### Supply network

Drawn at 4 px/µm. Pins as bars on the die edge. Tap cells in gray.
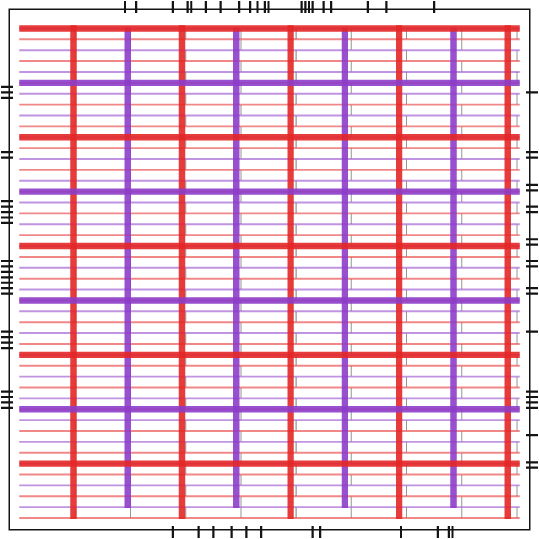
### Placement by cell class

Drawn at 4 px/µm. Fill, decap, tap and diode cells in gray.
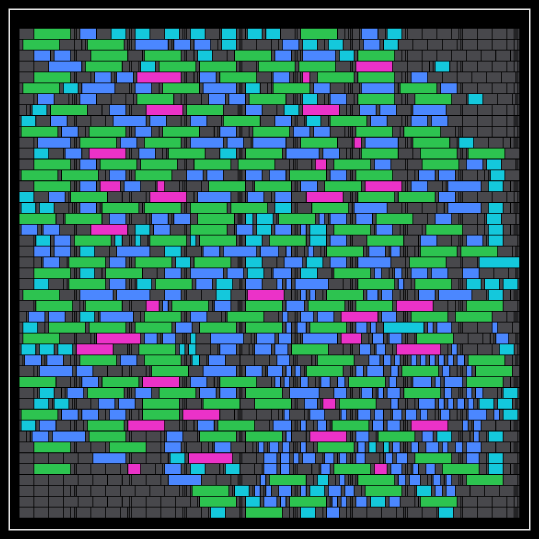
### Routed clock nets over the placement

Drawn at 3 px/µm.
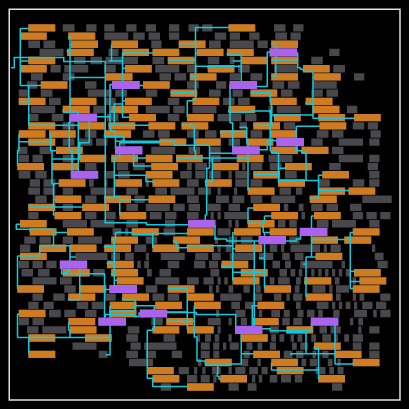
### config.mk
export PLATFORM = sky130hd
export DESIGN_NAME = mem_line_reader_flat
export DESIGN_NICKNAME = d
export VERILOG_FILES = /design/src/rtl/mem_line_reader_pkg.sv /design/src/rtl/mem_line_reader_if.sv /design/src/rtl/mem_line_reader_fifo.sv /design/src/rtl/mem_line_reader.sv /design/src/flat_wrapper.sv
export SDC_FILE = /design/constraint.sdc
export NUM_CORES = 1
export LEC_CHECK = 0
export CAP_MARGIN = 10
export CELL_PAD_IN_SITES_DETAIL_PLACEMENT = 1
export CELL_PAD_IN_SITES_GLOBAL_PLACEMENT = 1
export CORE_MARGIN = 2
export CORE_UTILIZATION = 47
export DETAILED_ROUTE_END_ITERATION = 7
export GPL_TIMING_DRIVEN = 0
export PLACE_DENSITY = 0.84
export SLEW_MARGIN = 10
export SYNTH_ARGS = -nofsm -noshare
export SYNTH_HDL_FRONTEND = slang
export SYNTH_HIERARCHICAL = 1
export SYNTH_SLANG_ARGS = --single-unit
### constraint.sdc
create_clock -name clk -period 5.49 [get_ports clk]
set_input_delay 1.098 -clock clk [delete_from_list [all_inputs] [get_ports clk]]
set_output_delay 1.098 -clock clk [all_outputs]
set_load 0.1 [all_outputs]
### src/rtl/mem_line_reader_pkg.sv
// Shared definitions for the memory line reader: the address-sequencer state
// encoding and the default image window shared with the memory layout.
package mem_reader_pkg;

    typedef enum logic [1:0] {
        IDLE  = 2'd0,
        FETCH = 2'd1,
        DRAIN = 2'd2
    } state_t;

    // Default image window inside the image/weight memory.
    localparam int DEFAULT_START_ADR = 16;
    localparam int DEFAULT_NUM_WORDS = 64;

endpackage

### src/rtl/mem_line_reader_if.sv
// Bundle of the reader's control, memory read-port and output stream signals.
// Optional macro MEM_LINE_READER_STRIDE_EN adds the per-run stride input.
interface mem_line_reader_if #(
    parameter int ADR_WIDTH  = 8,
    parameter int DATA_WIDTH = 32
);
    logic                  start;
    logic                  busy;
    logic                  done;
    logic [ADR_WIDTH-1:0]  rd_adr;
    logic [DATA_WIDTH-1:0] rd_data;
    logic [DATA_WIDTH-1:0] out_data;
    logic                  out_valid;
    logic                  out_ready;
`ifdef MEM_LINE_READER_STRIDE_EN
    logic [ADR_WIDTH-1:0]  stride;
`endif

    // Reader side.
    modport master (
        input  start,
        input  rd_data,
        input  out_ready,
`ifdef MEM_LINE_READER_STRIDE_EN
        input  stride,
`endif
        output busy,
        output done,
        output rd_adr,
        output out_data,
        output out_valid
    );

    // Memory / consumer / controller side.
    modport slave (
        output start,
        output rd_data,
        output out_ready,
`ifdef MEM_LINE_READER_STRIDE_EN
        output stride,
`endif
        input  busy,
        input  done,
        input  rd_adr,
        input  out_data,
        input  out_valid
    );

endinterface

### src/rtl/mem_line_reader_fifo.sv
// sync_fifo: small synchronous prefetch FIFO. Head word is read straight out
// of registered storage, so pop_data never depends on push_data in the same
// cycle. Push and pop may coincide, including when full.
module sync_fifo #(
    parameter int DATA_WIDTH = 32,
    parameter int FIFO_DEPTH = 4
) (
    input  logic                  clk,
    input  logic                  rst,
    input  logic                  push,
    input  logic [DATA_WIDTH-1:0] push_data,
    input  logic                  pop,
    output logic [DATA_WIDTH-1:0] pop_data,
    output logic                  full,
    output logic                  empty
);
    localparam int PTR_W = $clog2(FIFO_DEPTH);
    localparam int CNT_W = PTR_W + 1;
    localparam logic [CNT_W-1:0] DEPTH_CNT = CNT_W'(FIFO_DEPTH);

    logic [DATA_WIDTH-1:0] store_q [FIFO_DEPTH];
    logic [PTR_W-1:0]      wr_ptr_q;
    logic [PTR_W-1:0]      rd_ptr_q;
    logic [CNT_W-1:0]      count_q;
    logic                  do_push;
    logic                  do_pop;

    assign empty    = (count_q == '0);
    assign full     = (count_q == DEPTH_CNT);
    assign do_pop   = pop && !empty;
    assign do_push  = push && (!full || do_pop);
    assign pop_data = store_q[rd_ptr_q];

    // Pointer and occupancy bookkeeping.
    // NOTE: registers use non-blocking assignments so every flop samples the pre-edge values.
    always_ff @(posedge clk or posedge rst) begin
        if (rst) begin
            wr_ptr_q <= '0;
            rd_ptr_q <= '0;
            count_q  <= '0;
        end else begin
            if (do_push) wr_ptr_q <= wr_ptr_q + PTR_W'(1);
            if (do_pop)  rd_ptr_q <= rd_ptr_q + PTR_W'(1);
            case ({do_push, do_pop})
                2'b10:   count_q <= count_q + CNT_W'(1);
                2'b01:   count_q <= count_q - CNT_W'(1);
                default: count_q <= count_q;
            endcase
        end
    end

    // Word storage; a simultaneous push into the slot being popped is safe
    // because the pop reads the old contents this cycle.
    // NOTE: storage is reset because the head entry drives out_data directly and must read zero after reset; a large RAM would normally stay unreset.
    always_ff @(posedge clk or posedge rst) begin
        if (rst) begin
            for (int i = 0; i < FIFO_DEPTH; i++) store_q[i] <= '0;
        end else if (do_push) begin
            store_q[wr_ptr_q] <= push_data;
        end
    end

endmodule

### src/rtl/mem_line_reader.sv
// mem_line_reader: walks NUM_WORDS addresses from START_ADR through the
// memory's combinational read port and streams the words out via a prefetch
// FIFO. Define MEM_LINE_READER_STRIDE_EN to take the address increment from
// the stride input (sampled on start); otherwise the increment is 1.
module mem_line_reader
    import mem_reader_pkg::*;
#(
    parameter int ADR_WIDTH  = 8,
    parameter int DATA_WIDTH = 32,
    parameter int START_ADR  = DEFAULT_START_ADR,
    parameter int NUM_WORDS  = DEFAULT_NUM_WORDS,
    parameter int FIFO_DEPTH = 4
) (
    input logic               clk,
    input logic               rst,
    mem_line_reader_if.master bus
);
    localparam int CNT_W = ADR_WIDTH + 1;
    localparam logic [CNT_W-1:0]     LAST_IDX  = CNT_W'(NUM_WORDS - 1);
    localparam logic [ADR_WIDTH-1:0] START_VAL = ADR_WIDTH'(START_ADR);

    state_t               state_q, state_d;
    logic [ADR_WIDTH-1:0] adr_q, adr_d;
    logic [ADR_WIDTH-1:0] incr;
    logic [CNT_W-1:0]     fetch_cnt_q, fetch_cnt_d;
    logic [CNT_W-1:0]     accept_cnt_q, accept_cnt_d;
    logic                 done_q, done_d;
    logic                 push;
    logic                 pop;
    logic                 fifo_full;
    logic                 fifo_empty;

`ifdef MEM_LINE_READER_STRIDE_EN
    logic [ADR_WIDTH-1:0] stride_q, stride_d;
    assign incr = stride_q;
`else
    assign incr = ADR_WIDTH'(1);
`endif

    assign pop           = !fifo_empty && bus.out_ready;
    assign bus.out_valid = !fifo_empty;
    assign bus.rd_adr    = adr_q;
    assign bus.busy      = (state_q != IDLE);
    assign bus.done      = done_q;

    sync_fifo #(
        .DATA_WIDTH (DATA_WIDTH),
        .FIFO_DEPTH (FIFO_DEPTH)
    ) u_fifo (
        .clk       (clk),
        .rst       (rst),
        .push      (push),
        .push_data (bus.rd_data),
        .pop       (pop),
        .pop_data  (bus.out_data),
        .full      (fifo_full),
        .empty     (fifo_empty)
    );

    // Next-state logic: address sequencing, word counters and the done pulse.
    // NOTE: every signal driven here gets a default first, so no path can leave one unassigned and infer a latch.
    always_comb begin
        state_d      = state_q;
        adr_d        = adr_q;
        fetch_cnt_d  = fetch_cnt_q;
        accept_cnt_d = accept_cnt_q;
        done_d       = 1'b0;
        push         = 1'b0;
`ifdef MEM_LINE_READER_STRIDE_EN
        stride_d     = stride_q;
`endif

        if (pop) accept_cnt_d = accept_cnt_q + CNT_W'(1);

        case (state_q)
            IDLE: begin
                if (bus.start) begin
                    state_d      = FETCH;
                    adr_d        = START_VAL;
                    fetch_cnt_d  = '0;
                    accept_cnt_d = '0;
`ifdef MEM_LINE_READER_STRIDE_EN
                    stride_d     = bus.stride;
`endif
                end
            end
            FETCH: begin
                // A slot frees up this cycle if the consumer pops, even when full.
                push = !fifo_full || pop;
                if (push) begin
                    adr_d       = adr_q + incr;
                    fetch_cnt_d = fetch_cnt_q + CNT_W'(1);
                    if (fetch_cnt_q == LAST_IDX) state_d = DRAIN;
                end
            end
            DRAIN: begin
                if (pop && (accept_cnt_q == LAST_IDX)) begin
                    state_d = IDLE;
                    done_d  = 1'b1;
                end
            end
            default: state_d = IDLE;
        endcase
    end

    // State, address, counter and done registers.
    always_ff @(posedge clk or posedge rst) begin
        if (rst) begin
            state_q      <= IDLE;
            adr_q        <= '0;
            fetch_cnt_q  <= '0;
            accept_cnt_q <= '0;
            done_q       <= 1'b0;
`ifdef MEM_LINE_READER_STRIDE_EN
            stride_q     <= '0;
`endif
        end else begin
            state_q      <= state_d;
            adr_q        <= adr_d;
            fetch_cnt_q  <= fetch_cnt_d;
            accept_cnt_q <= accept_cnt_d;
            done_q       <= done_d;
`ifdef MEM_LINE_READER_STRIDE_EN
            stride_q     <= stride_d;
`endif
        end
    end

endmodule

### src/flat_wrapper.sv
// flat-port wrapper written by rule: the top's interface ports become plain ports
module mem_line_reader_flat import mem_reader_pkg::*;
#(
    parameter int ADR_WIDTH  = 8,
    parameter int DATA_WIDTH = 32,
    parameter int START_ADR  = DEFAULT_START_ADR,
    parameter int NUM_WORDS  = DEFAULT_NUM_WORDS,
    parameter int FIFO_DEPTH = 4
)
  (clk, rst, bus_start, bus_rd_data, bus_out_ready, bus_busy, bus_done, bus_rd_adr, bus_out_data, bus_out_valid);
  mem_line_reader_if #(.ADR_WIDTH(ADR_WIDTH), .DATA_WIDTH(DATA_WIDTH)) bus_i ();
  input logic clk;
  input logic rst;
  input wire logic [$bits(bus_i.start)-1:0] bus_start;
  input wire logic [$bits(bus_i.rd_data)-1:0] bus_rd_data;
  input wire logic [$bits(bus_i.out_ready)-1:0] bus_out_ready;
  output wire logic [$bits(bus_i.busy)-1:0] bus_busy;
  output wire logic [$bits(bus_i.done)-1:0] bus_done;
  output wire logic [$bits(bus_i.rd_adr)-1:0] bus_rd_adr;
  output wire logic [$bits(bus_i.out_data)-1:0] bus_out_data;
  output wire logic [$bits(bus_i.out_valid)-1:0] bus_out_valid;
  assign bus_i.start = bus_start;
  assign bus_i.rd_data = bus_rd_data;
  assign bus_i.out_ready = bus_out_ready;
  assign bus_busy = bus_i.busy;
  assign bus_done = bus_i.done;
  assign bus_rd_adr = bus_i.rd_adr;
  assign bus_out_data = bus_i.out_data;
  assign bus_out_valid = bus_i.out_valid;
  mem_line_reader #(.ADR_WIDTH(ADR_WIDTH), .DATA_WIDTH(DATA_WIDTH), .START_ADR(START_ADR), .NUM_WORDS(NUM_WORDS), .FIFO_DEPTH(FIFO_DEPTH)) u_core (.clk(clk), .rst(rst), .bus(bus_i));
endmodule
==> results.toml <==
# synthesis and place-and-route metrics
[outcome]
status = "completed"

[layout]
syn2layout_area_growth_pct = 23.4
largestClassByArea = "flip-flops and latches"
seqCellArea_um2 = 4100
ff_count = 164
clkCellAreaFrac_pct = 6.88
largest_reg_flops = 128

[detailed_routing]
routed_via_density = 5.59
ant_nets = 0
vias = 4593

[setup_path]
startpoint = "u_core/u_fifo/rd_ptr_q[1]"
path_buffers = 3
worstSetupPathType = "register to primary output"
arrival_ps = 3210
slowest_stage = "clkdlybuf4s50_1"
r2r-start = "u_core/u_fifo/count_q[0]"
cp_max_fo = 10
critPathMaxStageDelay_ps = 1150
cpMostUsedCell = "clkbuf_1"

[clock_network]
cts_post_setup_buffers_inserted = 0
hold_buffers = 0
clk_pin_slew_ps = 60
cts_sinks = 164
cts_buffers = 17

[synth]
simple_gate_share_pct = 5.96
edf_count = 0
synthArstFlopShare_pct = 100
ys_sh_mux_pct = 29.8
synthDistinctLibCells = 42
syn_area_um2 = 7430
synth.most_common_cell = "dfrtp_1"
synth-compound-area-share_pct = 2.61
top_area_cell = "dfrtp_1"
yosys_warnings = 6

[placed_design]
port_buffers = 78
hpwl_um = 11600

[global_route]
grt_use_total_pct = 23.2
grt_max_degree = 80

[sta]
period_needed_ps = 4310
tightestPinTransition_ps = 1040
fin_crit_sh_pct = 78.4

[min_path]
hold_path_end = "u_core/u_fifo/store_q[30]"
Notes on 'Supply network' above:
Key: VDD = purple; VSS = red
79 signal pins sit on the boundary. 9 straps on met4. 211 tap cells. 9 straps on met5.
Core Area: 15,300 µm²
Die Width: 130 µm

Notes on 'Placement by cell class' above:
Key: sequential cells = green [cells 164]; clock drivers and dummy loads = magenta [cells 31]; remaining buffers and delay cells = cyan [cells 103]; combinational and other logic = blue [cells 313]
# rows: 45
final instance area: 9170 µm²
fraction of area in registers: 44.8%
Layout Utilization: 59.8%

Notes on 'Routed clock nets over the placement' above:
Key: clock drivers = purple [count 17]; clock wires = cyan [length 1,980 µm]; flip-flops = orange [count 164]
There are 18 routed clock nets.
clk_lat worst skew: 430 ps

[cell usage in the layout (no fill, tap or decap), types with 7 or more instances in the layout]
cell	n
a21oi_1	11
buf_6	12
clkbuf_16	17
clkdlybuf4s50_1	78
dfrtp_1	164
ha_1	8
inv_1	7
mux2_2	129
mux4_2	32
nand2_1	27
nand3_1	10
nand4_1	7
nor2_1	18
xor2_1	9
[layer usage]
metal | global-route usage, % | share of wire, % | wire length (µm)
met5 | 0 | 0 | 0
met4 | 7.34 | 1.2 | 221
met3 | 6.48 | 4.2 | 744
met2 | 40.1 | 53 | 9450
met1 | 28.5 | 42 | 7490
[stage by stage]
stage	hold WS [ps]	worst slack [ps]
floorplan	465	781
global placement	483	-864
detailed placement	492	1600
CTS	506	1130
global route	522	1070
finish	504	1180
